## config.mk

```make
export PLATFORM = sky130hd
export DESIGN_NAME = neuron_lut_loader
export DESIGN_NICKNAME = d
export VERILOG_FILES = /design/src/rtl/neuron_lut_loader.sv
export SDC_FILE = /design/constraint.sdc
export NUM_CORES = 1
export LEC_CHECK = 0
export ABC_AREA = 1
export CAP_MARGIN = 20
export CORE_MARGIN = 2
export CORE_UTILIZATION = 51
export CTS_CLUSTER_SIZE = 16
export DETAILED_ROUTE_END_ITERATION = 8
export PLACE_DENSITY = 0.68
export REMOVE_ABC_BUFFERS = 1
export SLEW_MARGIN = 20
export SYNTH_ARGS = -nofsm -noshare
export SYNTH_HDL_FRONTEND = slang
export SYNTH_SLANG_ARGS = --single-unit
export TNS_END_PERCENT = 1
```

## constraint.sdc

```tcl
create_clock -name clk -period 2.1 [get_ports clk]
set_input_delay 0.42 -clock clk [delete_from_list [all_inputs] [get_ports clk]]
set_output_delay 0.42 -clock clk [all_outputs]
set_load 0.02 [all_outputs]
```

## src/rtl/neuron_lut_loader.sv

```systemverilog
// neuron_lut_loader: beat-wise loader for a neuron lookup table with a one-cycle registered lookup port
module neuron_lut_loader #(
  parameter int IN_BITS      = 6,
  parameter int OUT_BITS     = 2,
  parameter int BEAT_ENTRIES = 4
) (
  input  logic                             clk,
  input  logic                             rst_n,
  input  logic                             cfg_start,
  input  logic                             cfg_valid,
  input  logic [BEAT_ENTRIES*OUT_BITS-1:0] cfg_data,
  output logic                             cfg_ready,
  input  logic [IN_BITS-1:0]               lut_in,
  input  logic                             lut_in_valid,
  output logic [OUT_BITS-1:0]              lut_out,
  output logic                             lut_out_valid,
  output logic                             loaded,
  output logic                             busy
);
  localparam int DEPTH = 2 ** IN_BITS;
  localparam logic [IN_BITS-1:0] LAST = IN_BITS'(DEPTH - BEAT_ENTRIES);
  typedef enum logic [1:0] {IDLE, LOAD, ACTIVE} state_t;
  state_t state;
  logic [IN_BITS-1:0] addr;
  logic [OUT_BITS-1:0] mem [DEPTH];
  logic accept;
  assign busy = state == LOAD;
  assign cfg_ready = busy;
  assign accept = busy && cfg_valid && !cfg_start;
  // table has no reset; contents only matter once loaded is set
  always_ff @(posedge clk)
    if (accept)
      for (int k = 0; k < BEAT_ENTRIES; k++)
        mem[addr + IN_BITS'(k)] <= cfg_data[k*OUT_BITS +: OUT_BITS];
  always_ff @(posedge clk or negedge rst_n) begin
    if (!rst_n) begin
      state         <= IDLE;
      addr          <= '0;
      loaded        <= 1'b0;
      lut_out       <= '0;
      lut_out_valid <= 1'b0;
    end else begin
      lut_out_valid <= 1'b0;
      if (cfg_start) begin
        state  <= LOAD;
        addr   <= '0;
        loaded <= 1'b0;
      end else if (accept) begin
        addr <= addr == LAST ? '0 : addr + IN_BITS'(BEAT_ENTRIES);
        if (addr == LAST) begin
          state  <= ACTIVE;
          loaded <= 1'b1;
        end
      end
      if (state == ACTIVE && lut_in_valid && !cfg_start) begin
        lut_out       <= mem[lut_in];
        lut_out_valid <= 1'b1;
      end
    end
  end
endmodule

```

==> Slide: Implementation Results, run 1 <==
Physical Implementation Snapshot

STA
  – RSZ-0062 raised after global routing: no
  – Fin crit period: 1.938 ns
  – Max Freq: 515.9 MHz

Setup path
  – Slowest stage cell, crit path: clkdlybuf4s50_1
  – Crit path capture: loaded
  – Worst Setup SP: loaded$_DFFE_PN0P_
  – Worst-path fanout max: 4
  – CP Depth: 1

Finish
  – Diode count: 0
  – Layout cell share with drive strength beyond 1: 12.95%

Routing
  – Vias per cell: 5.608

Place
  – Post-detail-place hpwl: 10,540 µm
  – Placed cell count: 924

Clock tree
  – Clock Sinks: 137
  – CTS tree: yes
  – Reg clk slew, reported paths: 0.06 ns
  – Maximum clock path buffer count: 2
  – CTS Root Cell: clkbuf_16

Synthesis
  – Simple-Gate Area Share: 25.22%
  – Yosys top cell by area: edfxtp_1
  – Count of library flops with an enable pin: 128
  – Aoi share: 7.729%
  – Adder-Cell Fraction of Synth Area: 0.3663%
  – Netlist Area Pre-Place: 6832 µm²
  – Register share after synthesis: 59.56%

Global routing
  – First-pass GRT wire length: 26,790 µm
  – Initial antenna violation count: 0
  – Largest net degree at the start of global routing: 65
  – Grt ovf: 0
  – GRT Total Usage: 24.91%

Run status
  – Outcome: finished, final reports clean

Worst hold path
  – Min-Delay Path Class: in -> async
run 1: stage by stage:
stage	setup WS (ns)	TNS, ns	hold WS (ns)	total power, mW	instance area, µm²
2_1_floorplan	0.08606	0	0.1244	3.353	6472
3_3_place_gp	-0.02168	-0.2667	0.5202	3.649	7388
3_5_place_dp	-0.1157	-3.209	0.4975	3.659	7388
4_1_cts	0.1468	0	0.3183	6.528	7963
5_1_grt	0.08850	0	0.3361	6.695	7963
6_report	0.1616	0	0.3107	6.521	7963
run 1: logic make-up after synthesis:
kind of cell / count (synthesis)
buffers and inverters: 112
AND-OR/OR-AND: 105
flip-flops: 137
adder cells (fa/ha/maj): 2
AND/OR/NAND/NOR: 393
run 1: where the power goes:
| group | switching [mW] | total, mW | internal [mW] |
|---|---|---|---|
| clock network | 1.08 | 2.91 | 1.83 |
| registers | 0.0248 | 3.04 | 3.01 |
| logic | 0.374 | 0.574 | 0.201 |
run 1: layer usage:
layer	up-vias	wire, µm
met2	259	8144
met4	0	675
li1	2568	-
met3	56	1503
met5	-	0
met1	2478	6878
run 1: registers in the layout, indices dropped and copies added, names as in the netlist:
register / count
addr: 4
loaded: 1
state: 1
lut_out: 2
mem: 128
lut_out_valid: 1
run 1: what timing repair did:
item / 4_1_cts / 5_1_grt
endpoints found under the setup margin: 2 / 0
buffers inserted: 0 / 0
endpoints found under the hold margin: 0 / 0
gates resized: 2 / 0
run 1: final cells by class:
class / count / area, µm²
clock buffer: 24 / 481.7
clock inverter: 8 / 95.09
fill: 1110 / 5175
inverter: 34 / 127.6
multi-input combinational: 500 / 2276
sequential: 137 / 4069
tap: 176 / 220.2
timing repair buffer: 77 / 693.2
Run 1, metal 1:
Bar = 20 µm. Cells faint in the background.
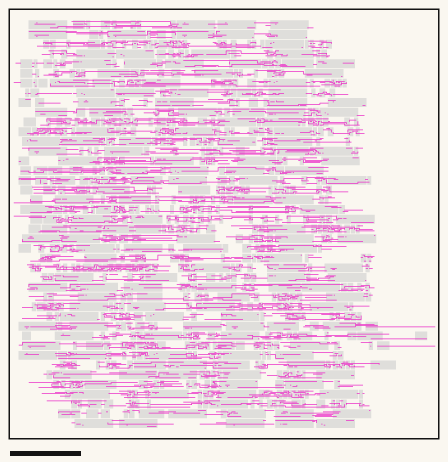
main direction = horizontal
nets with wire on the layer = 752
longest straight run = 48.3 µm
share of all routed wire = 40%
Global Route met1 Usage: 31.88%
DR vias: 5,361
WL final: 17,200 µm

Run 1, metal 2:
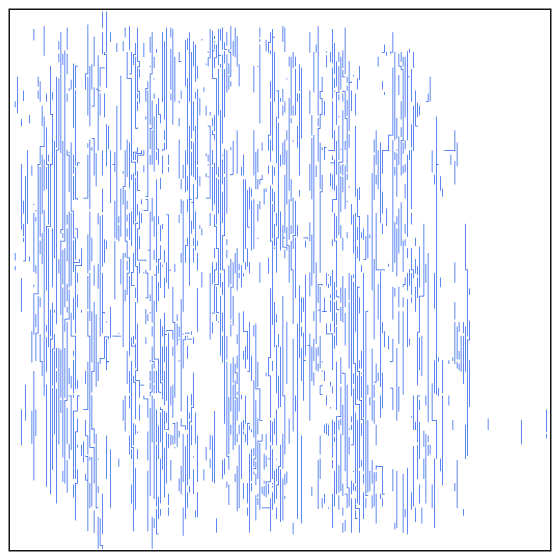
nets with wire on the layer = 617
main direction = vertical
longest straight run = 61.5 µm
met2 Track Usage GR: 40.64%

Run 1, metal 3:
Bar = 20 µm.
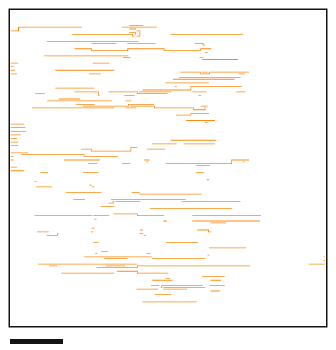
nets with wire on the layer = 77
wire length on this layer = 1,500 µm
longest straight run = 42.6 µm
grt met3 use: 4.848%

Run 1, the metal 4 layer:
Bar = 20 µm.
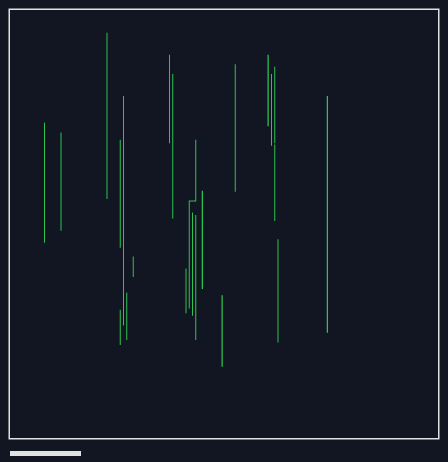
longest straight run = 66.0 µm
wire length on this layer = 676 µm
share of all routed wire = 3.9%

Run 1, clock wiring as the flow saved it:
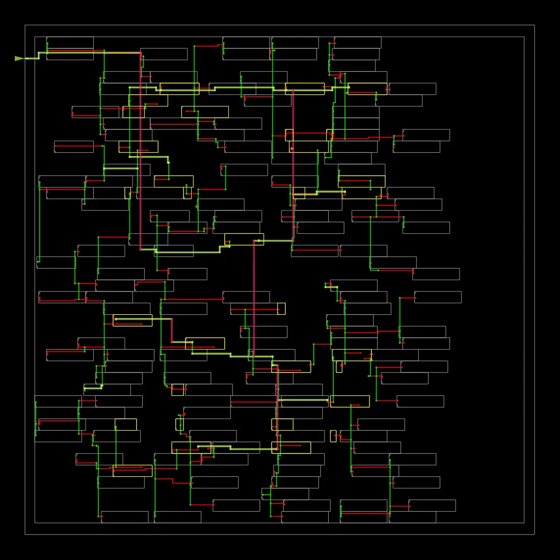

## Run 2: what changed since run 1
Settings changed: CTS_BUF_LIST from default to sky130_fd_sc_hd__clkbuf_8, SKIP_LAST_GASP from default to 1.
Run 2, clock wiring as the flow saved it:
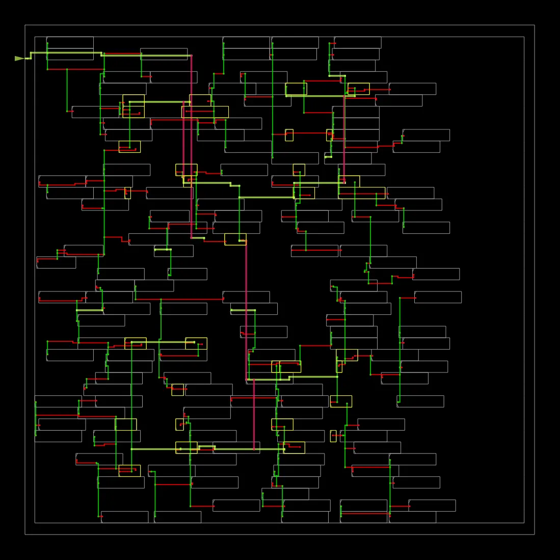
Clock Sinks: 137
Latency at later pin: 0.45 ns
CTS buffer count: 17

==> run 2 against run 1 <==
Net effect:
- non-clock buffer count is the same
- final area is 2.4% lower
- total power shrank 12%
- fmax down 0.99%
- global-route usage decreased by 0.44 points
- critical path type unchanged
==> Slide: Implementation Results, run 2 <==
Physical Implementation Snapshot

Global routing
  – Largest net degree at the start of global routing: 65
  – Initial antenna violation count: 0
  – GRT Total Usage: 24.47%
  – Grt ovf: 0
  – First-pass GRT wire length: 26,450 µm

STA
  – RSZ-0062 raised after global routing: no
  – PnR worst setup slack: 0.1422 ns
  – Hold WS: 0.2628 ns
  – Setup tns final: 0 ns
  – Fin crit period: 1.958 ns
  – Max Freq: 510.8 MHz

Setup path
  – Slowest stage cell, crit path: clkdlybuf4s50_1
  – CP Depth: 1
  – Crit path capture: loaded
  – Worst-path fanout max: 4
  – Worst Setup SP: loaded$_DFFE_PN0P_

Finish
  – Top Registers: mem x128, addr x4, lut_out x2
  – Fillers: 1,142
  – Post-route cell area: 7775 µm²
  – Reg with most FFs: mem
  – Diode count: 0
  – Layout cell share with drive strength beyond 1: 12.95%

Run status
  – Outcome: finished, final reports clean

Clock tree
  – Maximum clock path buffer count: 2
  – Reg clk slew, reported paths: 0.08 ns

Synthesis
  – Register share after synthesis: 59.56%
  – Yosys top cell by area: edfxtp_1
  – Count of library flops with an enable pin: 128

Routing
  – Vias per cell: 5.642
  – DR vias: 5,394

Place
  – Placement Cell Area: 7388 µm²
  – Post-detail-place hpwl: 10,540 µm

Pwr
  – Power Total: 5.706 mW
-- run 2: cell count changes in the layout (fill, tap and decap cells not counted) --
cell,before,now
clkbuf_1,4,0
clkbuf_16,17,0
clkbuf_8,3,20
dlygate4sd2_1,2,1
dlymetal6s2s_1,0,1
inv_1,27,31
-- run 2: final cells by class --
type | count | area, µm² | area share, %
Sequential cell | 137 | 4069 | 52.33
Multi-Input combinational cell | 500 | 2276 | 29.27
Timing Repair Buffer | 77 | 696.9 | 8.964
Clock buffer | 20 | 275.3 | 3.540
Tap cell | 176 | 220.2 | 2.832
Inverter | 34 | 127.6 | 1.641
Clock inverter | 12 | 110.1 | 1.416
-- run 2: power by group --
group | total [mW] | internal, mW | switching [mW] | leakage [nW]
clock | 2.10 | 1.12 | 0.978 | 0.209
sequential | 3.03 | 3.01 | 0.0246 | 1.27
combinational | 0.573 | 0.202 | 0.371 | 1.47
-- run 2: layer usage --
metal / GRT usage, % / share of wire (%) / routed length, µm / vias to the layer above
met5: 0 / 0 / 0 / -
met1: 31.47 / 41 / 6999 / 2514
met3: 4.705 / 7.9 / 1339 / 46
met2: 39.96 / 47 / 7967 / 265
li1: - / - / - / 2569
met4: 11.91 / 3.6 / 605 / 0
-- run 2: kinds of logic (layout without fill, tap and decap cells) --
kind of cell               after synthesis  after routing  synth area share [%]
adders and majority gates                2              2                0.3662
AOI/OAI and AO/OA                      105            105                 7.729
buffers and inverters                  112            143                 7.125
and+or+nand+nor                        393            393                 25.22
DFF                                    137            137                 59.56
-- run 2: repair_timing --
action                                  4_1_cts  5_1_grt
hold buffers                                  0        0
endpoints found under the setup margin        2        1
gates resized                                 1        1
setup buffers                                 0        0
No activity file was given, so power comes from the tool's default toggle rates.
